$ cat config.mk
export PLATFORM = sky130hd
export DESIGN_NAME = z80_ld_dd_extaddr_exec
export DESIGN_NICKNAME = d
export VERILOG_FILES = /design/src/rtl/z80_exec_pkg.sv /design/src/rtl/z80_bus_req_timer.sv /design/src/rtl/z80_ld_dd_extaddr_exec.sv
export SDC_FILE = /design/constraint.sdc
export NUM_CORES = 1
export LEC_CHECK = 0
export ABC_AREA = 1
export CAP_MARGIN = 20
export CORE_MARGIN = 2
export CORE_UTILIZATION = 35
export CTS_CLUSTER_SIZE = 16
export DETAILED_ROUTE_END_ITERATION = 10
export HOLD_SLACK_MARGIN = 0.15
export PLACE_DENSITY = 0.64
export SKIP_LAST_GASP = 1
export SLEW_MARGIN = 20
export SYNTH_ARGS = -nofsm -noshare
export SYNTH_HDL_FRONTEND = slang
export SYNTH_SLANG_ARGS = --single-unit
$ cat constraint.sdc
create_clock -name clk -period 2.2 [get_ports clk]
set_clock_uncertainty 0.1 [all_clocks]
set_input_delay 0.44 -clock clk [delete_from_list [all_inputs] [get_ports clk]]
set_output_delay 0.44 -clock clk [all_outputs]
set_load 0.005 [all_outputs]
$ cat src/rtl/z80_exec_pkg.sv
// Shared definitions for the Z80 ED-prefix multi-byte executors.
package z80_exec_pkg;

  typedef enum logic [2:0] {
    S_IDLE,
    S_F_ED,
    S_F_OP,
    S_F_NL,
    S_F_NH,
    S_R_LO,
    S_R_HI,
    S_WB
  } exec_state_e;

  localparam logic [7:0] ED_PREFIX      = 8'hED;
  localparam logic [7:0] LD_DD_NN_MASK  = 8'hCF;
  localparam logic [7:0] LD_DD_NN_MATCH = 8'h4B;
  localparam logic [1:0] REGPAIR_BASE   = 2'b10;

  function automatic logic is_ld_dd_nn(input logic [7:0] op);
    return (op & LD_DD_NN_MASK) == LD_DD_NN_MATCH;
  endfunction

endpackage

$ cat src/rtl/z80_bus_req_timer.sv
// Wait-state counter for one outstanding bus read; flags a timeout after
// MAX_WAIT consecutive cycles of request without acknowledge.
module z80_bus_req_timer #(
  parameter int unsigned MAX_WAIT = 255,
  parameter int unsigned CNT_W    = 8
) (
  input  logic clk,
  input  logic reset_n,
  input  logic req_i,
  input  logic ack_i,
  output logic timeout_o
);

  logic [CNT_W-1:0] cnt_q, cnt_d;

  // A new request always follows either an idle cycle or an ack, so clearing
  // on both covers every request entry.
  always_comb begin
    timeout_o = req_i && !ack_i && (cnt_q == CNT_W'(MAX_WAIT - 1));
    if (!req_i || ack_i || timeout_o) cnt_d = '0;
    else                              cnt_d = cnt_q + CNT_W'(1);
  end

  always_ff @(posedge clk or negedge reset_n) begin
    if (!reset_n) cnt_q <= '0;
    else          cnt_q <= cnt_d;
  end

endmodule

$ cat src/rtl/z80_ld_dd_extaddr_exec.sv
// Sequential executor for LD dd,(nn) (ED 01dd1011 nnL nnH): fetch, two data
// reads, register write-back and z80fi retire trace.
module z80_ld_dd_extaddr_exec
  import z80_exec_pkg::*;
#(
  parameter int unsigned MAX_WAIT = 255,
  parameter int unsigned CNT_W    = 8
) (
  input  logic        clk,
  input  logic        reset_n,
  input  logic        start,
  input  logic [15:0] pc_in,
  output logic        busy,
  output logic        mem_rd,
  output logic [15:0] mem_addr,
  input  logic        mem_ack,
  input  logic [7:0]  mem_data,
  output logic        reg_wr,
  output logic [3:0]  reg_wnum,
  output logic [15:0] reg_wdata,
  output logic [15:0] pc_wdata,
  output logic        done,
  output logic        illegal,
  output logic        bus_err,
  output logic        z80fi_valid,
  output logic [31:0] z80fi_insn,
  output logic [3:0]  z80fi_insn_len,
  output logic [15:0] z80fi_mem_raddr,
  output logic [15:0] z80fi_mem_raddr2,
  output logic [15:0] z80fi_mem_rdata
);

  exec_state_e state_q, state_d;
  logic [15:0] pc_q, pc_d;
  logic [7:0]  op_q, op_d, nl_q, nl_d, nh_q, nh_d, lo_q, lo_d;
  logic        illegal_q, illegal_d, bus_err_q, bus_err_d;
  logic [3:0]  wnum_q, wnum_d, len_q, len_d;
  logic [15:0] wdata_q, wdata_d, pcw_q, pcw_d;
  logic [31:0] insn_q, insn_d;
  logic [15:0] raddr_q, raddr_d, raddr2_q, raddr2_d;
  logic [15:0] nn;
  logic        timeout;

  assign nn = {nh_q, nl_q};

  z80_bus_req_timer #(
    .MAX_WAIT (MAX_WAIT),
    .CNT_W    (CNT_W)
  ) u_timer (
    .clk       (clk),
    .reset_n   (reset_n),
    .req_i     (mem_rd),
    .ack_i     (mem_ack),
    .timeout_o (timeout)
  );

  always_comb begin
    state_d   = state_q;
    pc_d      = pc_q;
    op_d      = op_q;
    nl_d      = nl_q;
    nh_d      = nh_q;
    lo_d      = lo_q;
    illegal_d = 1'b0;
    bus_err_d = 1'b0;
    wnum_d    = wnum_q;
    len_d     = len_q;
    wdata_d   = wdata_q;
    pcw_d     = pcw_q;
    insn_d    = insn_q;
    raddr_d   = raddr_q;
    raddr2_d  = raddr2_q;
    mem_rd    = 1'b0;
    mem_addr  = '0;

    unique case (state_q)
      S_IDLE: begin
        // A start coinciding with a terminating pulse is dropped.
        if (start && !illegal_q && !bus_err_q) begin
          pc_d    = pc_in;
          state_d = S_F_ED;
        end
      end
      S_F_ED: begin
        mem_rd   = 1'b1;
        mem_addr = pc_q;
        if (mem_ack) begin
          if (mem_data == ED_PREFIX) state_d = S_F_OP;
          else begin
            illegal_d = 1'b1;
            state_d   = S_IDLE;
          end
        end
      end
      S_F_OP: begin
        mem_rd   = 1'b1;
        mem_addr = pc_q + 16'd1;
        if (mem_ack) begin
          if (is_ld_dd_nn(mem_data)) begin
            op_d    = mem_data;
            state_d = S_F_NL;
          end else begin
            illegal_d = 1'b1;
            state_d   = S_IDLE;
          end
        end
      end
      S_F_NL: begin
        mem_rd   = 1'b1;
        mem_addr = pc_q + 16'd2;
        if (mem_ack) begin
          nl_d    = mem_data;
          state_d = S_F_NH;
        end
      end
      S_F_NH: begin
        mem_rd   = 1'b1;
        mem_addr = pc_q + 16'd3;
        if (mem_ack) begin
          nh_d    = mem_data;
          state_d = S_R_LO;
        end
      end
      S_R_LO: begin
        mem_rd   = 1'b1;
        mem_addr = nn;
        if (mem_ack) begin
          lo_d    = mem_data;
          state_d = S_R_HI;
        end
      end
      S_R_HI: begin
        mem_rd   = 1'b1;
        mem_addr = nn + 16'd1;
        if (mem_ack) begin
          // Result and trace registers load together and hold until the next retire.
          wnum_d   = {REGPAIR_BASE, op_q[5:4]};
          wdata_d  = {mem_data, lo_q};
          pcw_d    = pc_q + 16'd4;
          insn_d   = {nh_q, nl_q, op_q, ED_PREFIX};
          len_d    = 4'd4;
          raddr_d  = nn;
          raddr2_d = nn + 16'd1;
          state_d  = S_WB;
        end
      end
      S_WB: state_d = S_IDLE;
      default: state_d = S_IDLE;
    endcase

    if (timeout) begin
      bus_err_d = 1'b1;
      state_d   = S_IDLE;
    end
  end

  always_ff @(posedge clk or negedge reset_n) begin
    if (!reset_n) begin
      state_q   <= S_IDLE;
      pc_q      <= '0;
      op_q      <= '0;
      nl_q      <= '0;
      nh_q      <= '0;
      lo_q      <= '0;
      illegal_q <= 1'b0;
      bus_err_q <= 1'b0;
      wnum_q    <= '0;
      len_q     <= '0;
      wdata_q   <= '0;
      pcw_q     <= '0;
      insn_q    <= '0;
      raddr_q   <= '0;
      raddr2_q  <= '0;
    end else begin
      state_q   <= state_d;
      pc_q      <= pc_d;
      op_q      <= op_d;
      nl_q      <= nl_d;
      nh_q      <= nh_d;
      lo_q      <= lo_d;
      illegal_q <= illegal_d;
      bus_err_q <= bus_err_d;
      wnum_q    <= wnum_d;
      len_q     <= len_d;
      wdata_q   <= wdata_d;
      pcw_q     <= pcw_d;
      insn_q    <= insn_d;
      raddr_q   <= raddr_d;
      raddr2_q  <= raddr2_d;
    end
  end

  assign busy             = (state_q != S_IDLE) && (state_q != S_WB);
  assign done             = (state_q == S_WB);
  assign reg_wr           = done;
  assign z80fi_valid      = done;
  assign illegal          = illegal_q;
  assign bus_err          = bus_err_q;
  assign reg_wnum         = wnum_q;
  assign reg_wdata        = wdata_q;
  assign pc_wdata         = pcw_q;
  assign z80fi_insn       = insn_q;
  assign z80fi_insn_len   = len_q;
  assign z80fi_mem_raddr  = raddr_q;
  assign z80fi_mem_raddr2 = raddr2_q;
  assign z80fi_mem_rdata  = wdata_q;

endmodule

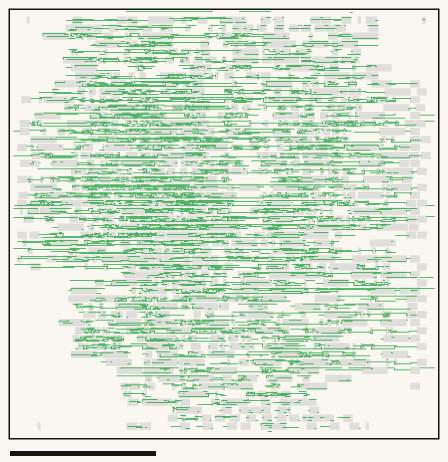
(images/layer_met1.png)
Bar = 50 um.
nets with wire on the layer: 1153
longest straight run: 50.6 um
wire length on this layer: 10900 um
main direction: horizontal

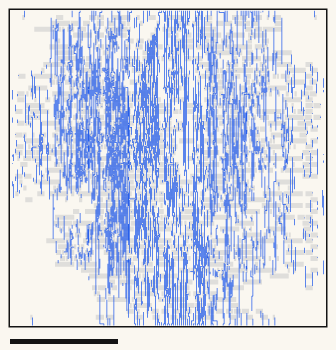
(images/layer_met2.png)
Bar = 50 um.
main direction: vertical
wire length on this layer: 12100 um
share of all routed wire: 48%
nets with wire on the layer: 1077
longest straight run: 53.0 um

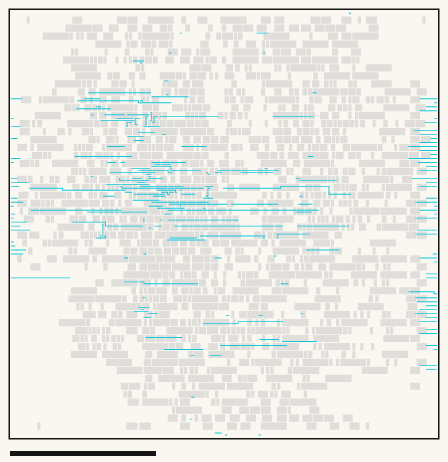
(images/layer_met3.png)
Bar = 50 um.
longest straight run: 51.5 um
wire length on this layer: 1400 um
main direction: horizontal
share of all routed wire: 5.5%

==> summary.txt <==
The full implementation flow was run.

The flow ran to the end, but the final reports show violations. The final reports fail on setup timing. The total track usage stands at 0.231. By instance count after routing, the leading logic cell type is nand2_1. In this run the layout overhead on the synthesized area is reported as 61.3%.

The number of instances in the synthesized netlist stands at 928. The maximum fanout along the worst path stands at 6. The number of global-route vias before repair was 7276. In the Yosys stats the netlist draws on 38 distinct library cells.

At the end of the flow the core is filled with cells to 0.570. The average instance area after synthesis stands at 7.64 um^2. The wire length the detailed router placed on met1 stands at 10900 um. After the first detailed-routing iteration, the DRC count stood at 589. The yosys synthesis chip area stands at 7090 um^2. The Yosys step of the flow raised 0 warnings. On met1, the global router reports a usage of 0.306. In this design, the largest share of critical-path delay is due to simple AND/OR/NAND/NOR gates. TritonCTS built the clock tree. STA classifies the critical path endpoint as an output port. The critical path crosses 13 cells after its start point. The die outline height stands at 146 um.

Pins over their slew limit in the final report were tallied at 0. For this run, the register share of the synthesized area comes to 0.473. The worst ir drop on vdd stands at 663 uV. The amount of wire on met2 after detailed routing stands at 12100 um. The overall via count from detail_route stands at 7528. Counting cells, the worst reg-to-reg path comes to 12. Summed over all nets, the half-perimeter wirelength after detailed placement is 17800 um. The timing report notes that buffer and inverter cells on the critical path total 5. The CTS clock-pin slew for the worst setup and hold paths stands at 0.06 ns. Summed over all nets, wire length on met3 after detailed routing comes to 1400 um. The synthesized design contains 0 enable-type register cells. Across all setup checks in the final design, the least slack found is -0.462 ns. Power spread over the standard cell area amounts to 1270 nW/um^2. The layout stage reports a final design area of 11400 um^2. Looking at the clock tree report, the H-tree level count equals 4.

The initial antenna violation count was 0. The count of endpoints failing setup in the final report stands at 17. The weighted congestion at the end of routability-driven global placement stands at 0.941. Ranked by total cell area, the synthesized netlist is headed by dfrtp_1 47%, nand2_1 15%, buf_4 5.5%. The placed instance count stands at 1452.

Per the post-route antenna check, the number of violating nets is 0. The routed design shows a wire length per standard cell of 16.3 um. The number of diodes stands at 0. After detailed routing, no signal wire sits above met4. The post-synthesis cell area stands at 7090 um^2.

The tally of OpenROAD warnings stands at 29. The data required time of the critical path stands at 1.66 ns. The number of buffers between clock root and the deepest sink stands at 2. The shortest clock period the worst path allows after layout stands at 2.66 ns. Of the post-synthesis cell area, the dominant cell type holds 0.473.

The flop-to-flop setup slack stands at 0.05 ns. The power report puts the leakage power at 5.58 nW. The fraction of the core area occupied by cells at floorplan stands at 0.354. The maximum clock frequency stands at 376 MHz. The setup path with the least slack is of type register to output port.

The number of clock sinks stands at 134.
-- through the flow --
stage / setup TNS (ns) / total power, mW
after floorplan: 0 / 6.33
after global placement: -5.90 / 10.3
after detailed placement: -6.46 / 10.3
after CTS: -5.85 / 13.9
after global routing: -7.58 / 15.3
final: -6.42 / 14.5
-- layout make-up --
| cell class | count | share of cell area |
|---|---|---|
| multi-input cells | 631 | 0.298 |
| clock buffers | 18 | 0.0376 |
| well taps | 270 | 0.0296 |
| repair buffers | 392 | 0.302 |
| clock inverters | 13 | 0.00876 |
| inverters | 89 | 0.0310 |
| flip-flops and latches | 134 | 0.294 |
-- where the power goes --
part           switching [mW]  total, mW  internal (mW)
Sequential              0.564       3.69           3.13
Combinational            4.04       8.16           4.12
Clock                    1.18       2.63           1.45
-- what timing repair did --
action,in CTS,in global routing
hold buffers,1,0
setup buffers,46,19
hold endpoints to repair,40,0
gates cloned,0,0
pin swaps,54,44
resized,201,71
setup endpoints to repair,21,25
-- kinds of logic after synthesis --
family	after synthesis	share of synthesized area
fa+ha+maj	6	0.0106
compound gates	140	0.105
flops	134	0.473
simple gates	468	0.277
buf+inv	168	0.120
xor+xnor	11	0.0136
other cells	1	0.000529
-- state kept, by name, summed over array words and instances, names as in the netlist --
name	flops
pc_q	16
pc_wdata	16
reg_wdata	16
z80fi_mem_raddr2	16
z80fi_mem_raddr	16
z80fi_insn	9
lo_q	8
nh_q	8
nl_q	8
op_q	8
u_timer.cnt_q	8
state_q	3
bus_err	1
illegal	1
-- worst paths after layout --
| path | start | to |
|---|---|---|
| min | op_q[0] | op_q[0] |
| max | state_q[0] | mem_addr[10] |
| max in group asynchronous | reset_n | pc_q[2] |
| min reg2reg | op_q[0] | op_q[0] |
| min in group asynchronous | reset_n | z80fi_insn[7] |
| max reg2reg | state_q[0] | state_q[1] |
Power figures rest on the tool's default switching activity, not on a simulated workload.
